$ cat src/rtl/loop_index_bank_pkg.sv
// loop_index_bank_pkg: shared constants and types for the loop-index bank
package loop_index_bank_pkg;
  localparam int WIDTH_DEF = 16;
  localparam int IDX_RST = 0;
  localparam int REF_RST = 1;
  typedef logic [1:0] ch_sel_t;
endpackage

$ cat src/rtl/loop_index_bank_if.sv
// loop_index_bank_if: controller-side bus of the loop-index bank (select, write/inc/read strobes, read data, flags, done)
interface loop_index_bank_if #(
  parameter int WIDTH = 16,
  parameter int NCH = 4,
  parameter int CH_W = 2
);
  logic [CH_W-1:0] ch_sel;
  logic write_i;
  logic write_iref;
  logic inc;
  logic read_i;
  logic read_iref;
  logic [WIDTH-1:0] data_in;
  logic [WIDTH-1:0] data_out_i;
  logic [WIDTH-1:0] data_out_iref;
  logic [NCH-1:0] iflag;
  logic done;
  modport master (
    output ch_sel, write_i, write_iref, inc, read_i, read_iref, data_in,
    input data_out_i, data_out_iref, iflag, done
  );
  modport slave (
    input ch_sel, write_i, write_iref, inc, read_i, read_iref, data_in,
    output data_out_i, data_out_iref, iflag, done
  );
endinterface

$ cat src/rtl/loop_index_bank_chan.sv
// loop_index_chan: one index/reference pair with wrap/saturate incrementer and registered index>=reference flag; ports clk, rst, sel, write_i, write_iref, inc, data_in -> idx, iref, flag_next, flag
module loop_index_chan
  import loop_index_bank_pkg::*;
#(
  parameter int WIDTH = WIDTH_DEF,
  parameter int STEP = 1,
  parameter int SATURATE = 0
) (
  input  logic clk,
  input  logic rst,
  input  logic sel,
  input  logic write_i,
  input  logic write_iref,
  input  logic inc,
  input  logic [WIDTH-1:0] data_in,
  output logic [WIDTH-1:0] idx,
  output logic [WIDTH-1:0] iref,
  output logic flag_next,
  output logic flag
);
  logic [WIDTH:0] sum;
  logic [WIDTH-1:0] inc_val;
  logic [WIDTH-1:0] idx_next;
  logic [WIDTH-1:0] iref_next;
  always_comb begin
    sum = {1'b0, idx} + (WIDTH+1)'(STEP);
    inc_val = (SATURATE != 0 && sum[WIDTH]) ? '1 : sum[WIDTH-1:0];
    idx_next = (sel && write_i) ? data_in : (sel && inc) ? inc_val : idx;
    iref_next = (sel && write_iref) ? data_in : iref;
    flag_next = idx_next >= iref_next;
  end
  always_ff @(posedge clk) begin
    if (rst) begin
      idx <= WIDTH'(IDX_RST);
      iref <= WIDTH'(REF_RST);
      flag <= 1'b0;
    end else begin
      idx <= idx_next;
      iref <= iref_next;
      flag <= flag_next;
    end
  end
endmodule

$ cat src/rtl/loop_index_bank.sv
// loop_index_bank: NCH loop-index channels with per-channel index>=reference flags, registered reads and inc-caused done pulse; ports clk, rst, bus (slave)
module loop_index_bank
  import loop_index_bank_pkg::*;
#(
  parameter int WIDTH = WIDTH_DEF,
  parameter int NCH = 4,
  parameter int CH_W = 2,
  parameter int STEP = 1,
  parameter int SATURATE = 0
) (
  input logic clk,
  input logic rst,
  loop_index_bank_if.slave bus
);
  logic [NCH-1:0] sel;
  logic [NCH-1:0] flag_v;
  logic [NCH-1:0] flag_nx;
  logic [WIDTH-1:0] idx_a [NCH];
  logic [WIDTH-1:0] iref_a [NCH];
  logic [WIDTH-1:0] rd_i;
  logic [WIDTH-1:0] rd_r;
  logic done_nx;
  for (genvar c = 0; c < NCH; c++) begin : g_ch
    // an out-of-range ch_sel matches no channel, so it writes nothing and reads 0
    assign sel[c] = bus.ch_sel == CH_W'(c);
    loop_index_chan #(.WIDTH(WIDTH), .STEP(STEP), .SATURATE(SATURATE)) u_chan (
      .clk(clk),
      .rst(rst),
      .sel(sel[c]),
      .write_i(bus.write_i),
      .write_iref(bus.write_iref),
      .inc(bus.inc),
      .data_in(bus.data_in),
      .idx(idx_a[c]),
      .iref(iref_a[c]),
      .flag_next(flag_nx[c]),
      .flag(flag_v[c])
    );
  end
  always_comb begin
    rd_i = '0;
    rd_r = '0;
    for (int c = 0; c < NCH; c++) begin
      rd_i = rd_i | (sel[c] ? idx_a[c] : '0);
      rd_r = rd_r | (sel[c] ? iref_a[c] : '0);
    end
    done_nx = bus.inc && !bus.write_i && |(sel & ~flag_v & flag_nx);
  end
  always_ff @(posedge clk) begin
    if (rst) begin
      bus.data_out_i <= '0;
      bus.data_out_iref <= '0;
      bus.done <= 1'b0;
    end else begin
      bus.data_out_i <= bus.read_i ? rd_i : bus.data_out_i;
      bus.data_out_iref <= bus.read_iref ? rd_r : bus.data_out_iref;
      bus.done <= done_nx;
    end
  end
  assign bus.iflag = flag_v;
endmodule

$ cat src/flat_wrapper.sv
// flat-port wrapper written by rule: the top's interface ports become plain ports
module loop_index_bank_flat import loop_index_bank_pkg::*;
#(
  parameter int WIDTH = WIDTH_DEF,
  parameter int NCH = 4,
  parameter int CH_W = 2,
  parameter int STEP = 1,
  parameter int SATURATE = 0
)
  (clk, rst, bus_ch_sel, bus_write_i, bus_write_iref, bus_inc, bus_read_i, bus_read_iref, bus_data_in, bus_data_out_i, bus_data_out_iref, bus_iflag, bus_done);
  loop_index_bank_if #(.WIDTH(WIDTH), .NCH(NCH), .CH_W(CH_W)) bus_i ();
  input logic clk;
  input logic rst;
  input wire logic [$bits(bus_i.ch_sel)-1:0] bus_ch_sel;
  input wire logic [$bits(bus_i.write_i)-1:0] bus_write_i;
  input wire logic [$bits(bus_i.write_iref)-1:0] bus_write_iref;
  input wire logic [$bits(bus_i.inc)-1:0] bus_inc;
  input wire logic [$bits(bus_i.read_i)-1:0] bus_read_i;
  input wire logic [$bits(bus_i.read_iref)-1:0] bus_read_iref;
  input wire logic [$bits(bus_i.data_in)-1:0] bus_data_in;
  output wire logic [$bits(bus_i.data_out_i)-1:0] bus_data_out_i;
  output wire logic [$bits(bus_i.data_out_iref)-1:0] bus_data_out_iref;
  output wire logic [$bits(bus_i.iflag)-1:0] bus_iflag;
  output wire logic [$bits(bus_i.done)-1:0] bus_done;
  assign bus_i.ch_sel = bus_ch_sel;
  assign bus_i.write_i = bus_write_i;
  assign bus_i.write_iref = bus_write_iref;
  assign bus_i.inc = bus_inc;
  assign bus_i.read_i = bus_read_i;
  assign bus_i.read_iref = bus_read_iref;
  assign bus_i.data_in = bus_data_in;
  assign bus_data_out_i = bus_i.data_out_i;
  assign bus_data_out_iref = bus_i.data_out_iref;
  assign bus_iflag = bus_i.iflag;
  assign bus_done = bus_i.done;
  loop_index_bank #(.WIDTH(WIDTH), .NCH(NCH), .CH_W(CH_W), .STEP(STEP), .SATURATE(SATURATE)) u_core (.clk(clk), .rst(rst), .bus(bus_i));
endmodule
$ cat config.mk
export PLATFORM = sky130hd
export DESIGN_NAME = loop_index_bank_flat
export DESIGN_NICKNAME = d
export VERILOG_FILES = /design/src/rtl/loop_index_bank_pkg.sv /design/src/rtl/loop_index_bank_if.sv /design/src/rtl/loop_index_bank_chan.sv /design/src/rtl/loop_index_bank.sv /design/src/flat_wrapper.sv
export SDC_FILE = /design/constraint.sdc
export NUM_CORES = 1
export LEC_CHECK = 0
export CAP_MARGIN = 0
export CORE_MARGIN = 2
export CORE_UTILIZATION = 50
export DETAILED_ROUTE_END_ITERATION = 10
export PLACE_DENSITY_LB_ADDON = 0.25
export SLEW_MARGIN = 20
export SYNTH_ARGS = -nofsm -noshare
export SYNTH_HDL_FRONTEND = slang
export SYNTH_SLANG_ARGS = --single-unit
$ cat constraint.sdc
create_clock -name clk -period 3.3 [get_ports clk]
set_input_delay 0.66 -clock clk [delete_from_list [all_inputs] [get_ports clk]]
set_output_delay 0.66 -clock clk [all_outputs]
set_load 0.1 [all_outputs]
Fig. 1: run 1, pin map
(3 px per um) Pins as bars across the die edge, other pins in gray.
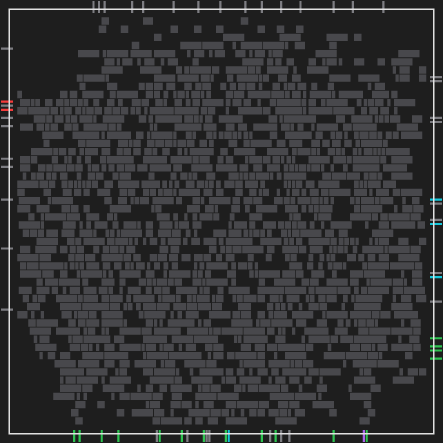
legend:
  purple:
    port: bus_read_iref
    pins: 1
    direction: input
    edge: south
  cyan:
    port: bus_iflag
    pins: 4
    direction: output
    edge: 3 east, 1 south
  green:
    port: bus_data_out_iref
    pins: 16
    direction: output
    edge: 12 south, 4 east
  red:
    port: bus_ch_sel
    pins: 2
    direction: input
    edge: west
all pins by edge: 21 south, 15 east, 15 north, 11 west

Fig. 2: run 1, congestion heat map
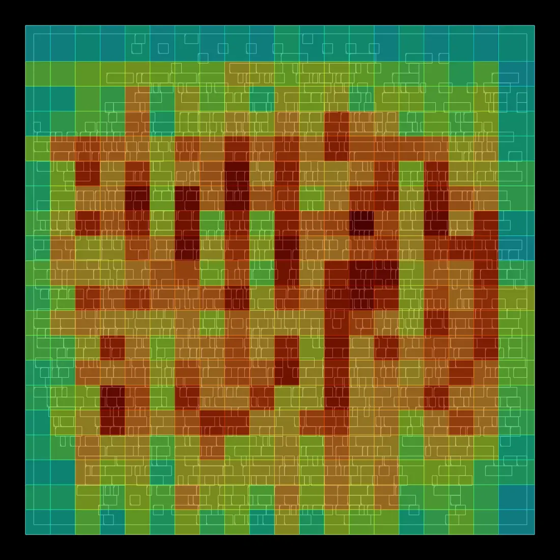
Total GRT Usage: 0.278
GR Util met1: 0.346
routed len/inst: 19.3 um

Fig. 3: run 1, met3 routing
(3 px per um) Cells faint in the background.
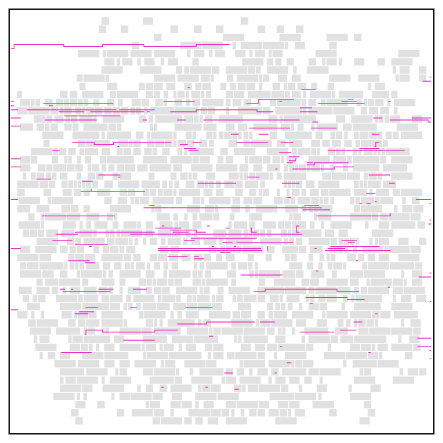
longest straight run: 59.1 um
nets with wire on the layer: 123

==> deck_impl_summary.md, run 1 <==
Implementation Results

Critical path
  • CP startpoint kind: primary input
  • Critical Path Start: bus_ch_sel[0]
  • Crit-path cells: buf_2 -> nor2b_1 -> nand2_1 -> xor2_1 -> nor2_1 -> a21oi_1 -> ha_1 -> nand2b_1 -> a2111oi_0 -> buf_4 -> o21ai_2 -> a211o_1 -> nand3b_1 -> a31oi_1
  • Register-to-register setup slack: 0.23 ns
  • CP Capture Type: flop
  • RR Startpoint: u_core.g_ch[0].u_chan.idx[3]$_SDFF_PP0_
  • CP delay by family, top: AND-OR/OR-AND gates
  • CP required: 3.62 ns

Flow run
  • Maxcap violations: 0

Final timing
  • Fin Hold WS: 0.492 ns
  • Setup Skew: 0.00828 ns
  • Slew Limit Fails: 0
  • Final hold viol count: 0
  • Setup_tns: 0 ns
  • Final WS setup: 0.144 ns

Global route
  • Vias in the first global route: 7783
  • Met3 global-route usage: 0.0503
  • Initial antenna violation count: 1
  • Largest net degree at the start of global routing: 98
  • Met2 Use GR: 0.465

Power
  • Power density cells: 453 nW/um2
  • Total power: 5.31 mW

Floorplanning
  • Core Box Area: 18600 um2
  • FP Rows: 50
  • IO Count: 62
  • Tapcells: 234

Layout
  • Clk tree area frac: 0.0518
  • P&R area growth vs syn: 24.8%
  • Comb gate area: 5850 um2
  • Count of non-CTS buffers in the layout: 202
  • Comb_multi_in: 780
  • Non-filler cells, final: 1421
  • Largest cell class by area: combinational gates
  • Non-clk invs: 8
  • Total Nets Final: 1267
  • Biggest regs: u_core.g_ch.u_chan.idx x64, u_core.g_ch.u_chan.iref x64
  • Reg area: 3300 um2
  • Fraction of area in registers: 0.282
  • Antenna cells: 0

Worst hold path
  • Hold path start: u_core.bus.data_out_iref[14]$_SDFFE_PP0P_

Yosys
  • Commonest flop: dfxtp_1
  • Synthesized area per cell: 9.15 um2
  • Synth Area in Simple Gates: 0.199
  • Syn Inst Count: 1026
  • Top cell area share: 0.352
  • Post-Synth Adder-Cell Area: 0.0906

Clocking
  • Post-CTS Hold Fix Bufs: 0

Place
  • Placed Area: 10900 um2
  • Dpl cells: 1384
  • Place WS: -0.531 ns

Status
  • Status: completed

Detailed routing
  • Via/cell ratio: 5.72
  • DRT Wirelength: 27400 um
run 1: where the power goes:
part / switching [mW] / internal, mW / leakage, nW
registers: 0.0763 / 2.07 / 1.34
logic: 0.624 / 0.438 / 3.46
clock network: 0.863 / 1.24 / 0.294
run 1: how the worst min path moves through the flow:
stage | endpoint | slack (ns) | depth (start not counted)
after floorplan | u_core.g_ch[0].u_chan.iref[15]$_SDFF_PP0_ | 0.48 | 2
after global placement | u_core.bus.data_out_iref[12]$_SDFFE_PP0P_ | 0.47 | 2
after detailed placement | u_core.bus.data_out_iref[13]$_SDFFE_PP0P_ | 0.48 | 2
after CTS | u_core.bus.data_out_iref[13]$_SDFFE_PP0P_ | 0.50 | 2
after global routing | u_core.bus.data_out_iref[13]$_SDFFE_PP0P_ | 0.52 | 2
final | u_core.bus.data_out_iref[14]$_SDFFE_PP0P_ | 0.49 | 2
run 1: cells in the final DEF (no fill, tap or decap), drive strengths merged, types with 3 or more instances in the layout:
master | Yosys | final
a211o | 3 | 3
a211oi | 13 | 13
a21oi | 62 | 62
a22oi | 5 | 5
a31oi | 4 | 4
and2 | 7 | 7
and3 | 8 | 8
and4 | 5 | 5
buf | 35 | 181
bufinv | 0 | 3
clkbuf | 38 | 21
clkdlybuf4s50 | 0 | 20
clkinv | 0 | 3
dfxtp | 165 | 165
ha | 68 | 68
inv | 8 | 11
mux2 | 4 | 4
mux2i | 94 | 94
mux4 | 32 | 32
nand2 | 74 | 74
nand2b | 5 | 5
nand3 | 24 | 24
nand4 | 17 | 17
nor2 | 145 | 145
nor2b | 55 | 55
nor3 | 17 | 17
nor4 | 9 | 9
o21ai | 47 | 47
o22ai | 3 | 3
or2 | 5 | 5
xnor2 | 23 | 23
xor2 | 30 | 30
Fig. 4: run 1, metal 2
(3 px per um) Cells faint in the background.
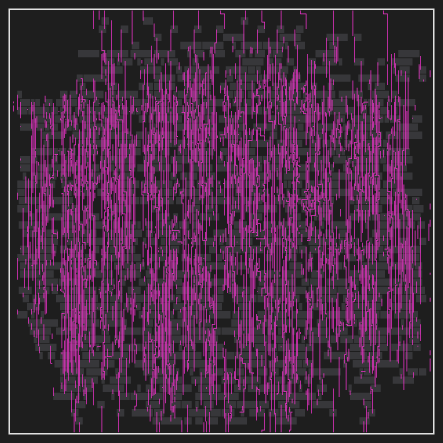

==> run 1 -> run 2 <==
--- a/config.mk
+++ b/config.mk
@@ -5,10 +5,10 @@
 export SDC_FILE = /design/constraint.sdc
 export NUM_CORES = 1
 export LEC_CHECK = 0
-export CAP_MARGIN = 0
 export CORE_MARGIN = 2
 export CORE_UTILIZATION = 50
 export DETAILED_ROUTE_END_ITERATION = 10
+export GPL_ROUTABILITY_DRIVEN = 0
 export PLACE_DENSITY_LB_ADDON = 0.25
 export SLEW_MARGIN = 20
 export SYNTH_ARGS = -nofsm -noshare
Fig. 5: run 2, metal 2
(3 px per um) Cells faint in the background.
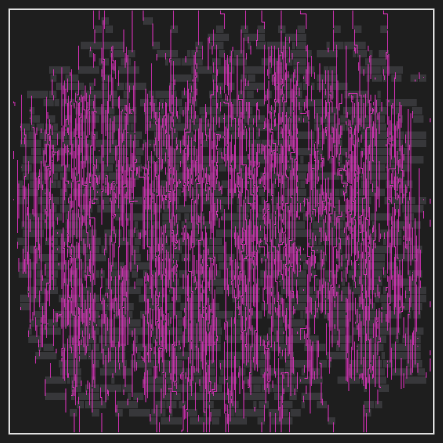
nets with wire on the layer: 1075
longest straight run: 54.1 um
main direction: vertical
total number of vias: 8076
met2 Use GR: 0.484

Fig. 6: run 2, pin map
(3 px per um) Pins as bars across the die edge, other pins in gray.
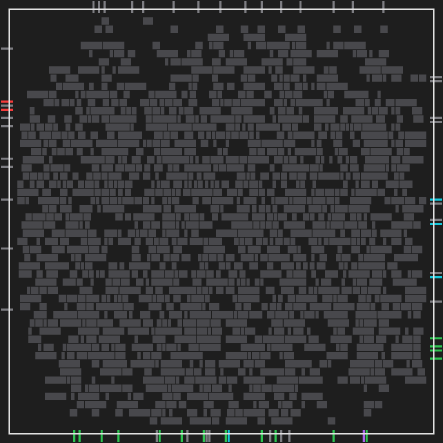
legend:
  cyan:
    port: bus_iflag
    pins: 4
    direction: output
    edge: 3 east, 1 south
  green:
    port: bus_data_out_iref
    pins: 16
    direction: output
    edge: 12 south, 4 east
  red:
    port: bus_ch_sel
    pins: 2
    direction: input
    edge: west
  purple:
    port: bus_read_iref
    pins: 1
    direction: input
    edge: south
all pins by edge: 21 south, 15 east, 15 north, 11 west
PortBufs: 61
Die Y: 141 um
die width: 141 um

Fig. 7: run 2, congestion heat map
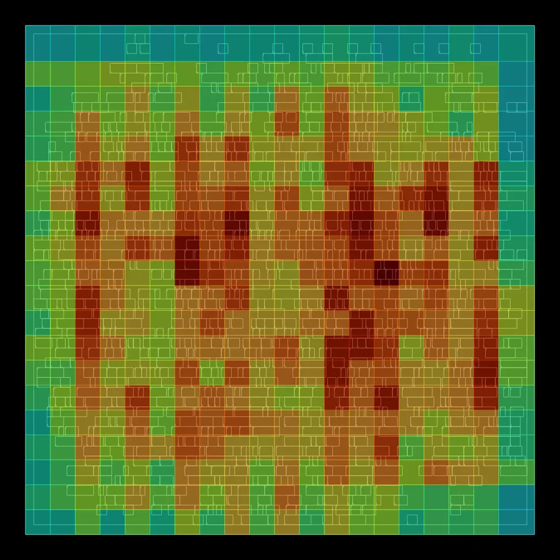
Total GRT Usage: 0.279
busiest grt layer: met2
GR Util met1: 0.346

==> run 2 against run 1 <==
  * Via count fell by 0.73%
  * Clock-buffer cell count down 4
  * Synthesized cell count unchanged
  * Combinational power about the same
  * Die size stayed put
  * Clock skew is 0.0026 ns higher
  * Routed wire length barely moved
==> deck_impl_summary.md, run 2 <==
Implementation Results

Floorplanning
  • Core Box Area: 18600 um2 (unchanged)
  • FP Rows: 50 (unchanged)
  • Die ar.: 19900 um2
  • IO Count: 62 (unchanged)

Detailed routing
  • DRT Wirelength: 27400 um (about the same)
  • Routed len/inst: 19.3 um (about the same)
  • Iteration count of the initial detailed-routing pass: 7
  • Via/cell ratio: 5.69 (-0.66%)

Final timing
  • Max Fclk: 308 MHz
  • Final period util: 0.985
  • Setup Skew: 0.0109 ns (+0.00258 ns)
  • Final hold viol count: 0 (unchanged)
  • Slew Limit Fails: 0 (unchanged)
  • Setup Viol. Count Final: 0
  • Fin Hold WS: 0.496 ns (+0.00366 ns)
  • Slew margin rel.: 0.558

Layout
  • Dominant logic cell type in the layout: buf_4
  • Antenna cells: 0 (unchanged)
  • Top cells excl fill/tap: 172 x buf_4, 165 x dfxtp_1, 143 x nor2_1, 94 x mux2i_1, 73 x nand2_1
  • Biggest regs: u_core.g_ch.u_chan.idx x64, u_core.g_ch.u_chan.iref x64
  • Total Nets Final: 1266 (-0.079%)
  • P&R area growth vs syn: 24.7%

Clocking
  • Post-CTS Hold Fix Bufs: 0 (unchanged)
  • Clk buf depth: 2
  • CTS tree: yes

Place
  • Placed Area: 11000 um2 (+0.14%)
  • DP HPWL: 20700 um

Power
  • Psw: 1.65 mW (+5.5%)
  • Power density cells: 448 nW/um2 (-1.2%)
  • Largest Pwr Group: sequential cells
  • Combinational Power Share: 0.204 (+0.004)
  • Comb group: 1.07 mW (about the same)
  • Clk pwr share: 0.385 (-0.010)
  • Sw Share: 0.315 (+0.0203)
  • P_seq: 2.15 mW (about the same)
  • Sequential share of power: 0.411 (+0.006)
  • Int Pwr: 3.59 mW (-4.1%)
  • Clk pwr: 2.02 mW (-4%)

Status
  • Status: completed

Global route
  • Total gr overflow: 0
  • Vias in the first global route: 7866 (+1.1%)
  • Initial antenna violation count: 0 (-1)
  • First-pass GRT wire length: 42400 um
  • Largest net degree at the start of global routing: 59 (-40%)
  • Met3 global-route usage: 0.0469 (-0.00340)

Yosys
  • Biggest area cells: dfxtp_1 35%, mux2i_1 10%, ha_1 9.1%
  • Commonest flop: dfxtp_1
  • Syn Inst Count: 1026 (unchanged)
  • Synth cell types: 54
  • Top cell area share: 0.352 (unchanged)
  • Post-synth ARST share: 0
  • Most numerous cell in the Yosys netlist: dfxtp_1
  • Synthesized area per cell: 9.15 um2 (unchanged)

Critical path
  • Register-to-register setup slack: 0.19 ns (-0.04 ns)
  • Critical Path Start: bus_inc
  • CP required: 3.66 ns (+0.04 ns)
  • CP Capture Type: flop
  • CP Capture Point: u_core.bus.done$_SDFF_PP0_
  • Worst path bufs/invs: 3
  • Crit-path cells: clkdlybuf4s50_1 -> buf_6 -> and4b_2 -> and2_4 -> buf_4 -> xnor2_1 -> o21ai_0 -> ha_1 -> nor2_1 -> or4_1 -> o21ai_2 -> a211o_1 -> nand3b_1 -> a31oi_1
  • Critical path's slowest cell: or4_1
  • CP delay by family, top: simple AND/OR/NAND/NOR gates
  • RR Startpoint: u_core.g_ch[3].u_chan.idx[0]$_SDFF_PP0_
  • CP startpoint kind: primary input

Worst hold path
  • Hold Path Sink: u_core.bus.data_out_i[8]$_SDFFE_PP0P_
  • Hold path start: u_core.bus.data_out_i[8]$_SDFFE_PP0P_
  • Hold path cells: 2 (unchanged)

Flow run
  • Maxcap violations: 0 (unchanged)
## run 2: cells by family (layout without fill, tap and decap cells)
kind of cell,count (synthesis),after routing,share of synthesized area
adder cells (fa/ha/maj),68,68,0.0906
XOR/XNOR,53,53,0.0494
AND-OR/OR-AND,146,146,0.0890
AND/OR/NAND/NOR,383,383,0.199
multiplexers,130,130,0.182
buffers and inverters,81,241,0.0382
flip-flops,165,165,0.352
## run 2: through the flow
stage	total power, mW	utilization	setup slack, ns	instances	setup TNS, ns
3_5_place_dp	3.21	0.590	-0.510	1386	-1.92
4_1_cts	5.23	0.622	0.00349	1418	0
2_1_floorplan	2.85	-	0.0601	1026	0
5_1_grt	5.44	0.630	-0.0508	1420	-0.0757
3_3_place_gp	3.19	0.590	-0.439	1386	-1.66
6_report	5.24	0.630	0.0490	1420	0
## run 2: layout make-up
| type | count | area, um2 | area share |
|---|---|---|---|
| timing repair buffer | 201 | 1620 | 0.139 |
| multi-input combinational | 780 | 5870 | 0.502 |
| tap | 234 | 293 | 0.0250 |
| inverter | 8 | 30.0 | 0.00257 |
| clock inverter | 15 | 160 | 0.0137 |
| sequential | 165 | 3300 | 0.282 |
| clock buffer | 17 | 425 | 0.0363 |
## run 2: worst register-to-register path: stages (launching register included)
cell and delay [ns]:
dfxtp_1 0.49, ha_1 0.24, and3_1 0.20, nand3_2 0.11, nor3_1 0.18, buf_4 0.16
buf_4 0.10, xnor2_1 0.05, o21ai_0 0.38, ha_1 0.32, nand2_1 0.13, o21ai_0 0.13
a21oi_2 0.20, nor3_1 0.07, a21oi_1 0.12, a31oi_1 0.10
## run 2: what timing repair did
| action | CTS | global route |
|---|---|---|
| gates resized | 4 | 34 |
| pin swaps | 0 | 18 |
| setup endpoints to repair | 2 | 4 |
| setup buffers | 0 | 2 |
| hold endpoints to repair | 0 | 0 |
No activity file was given, so power comes from the tool's default toggle rates.
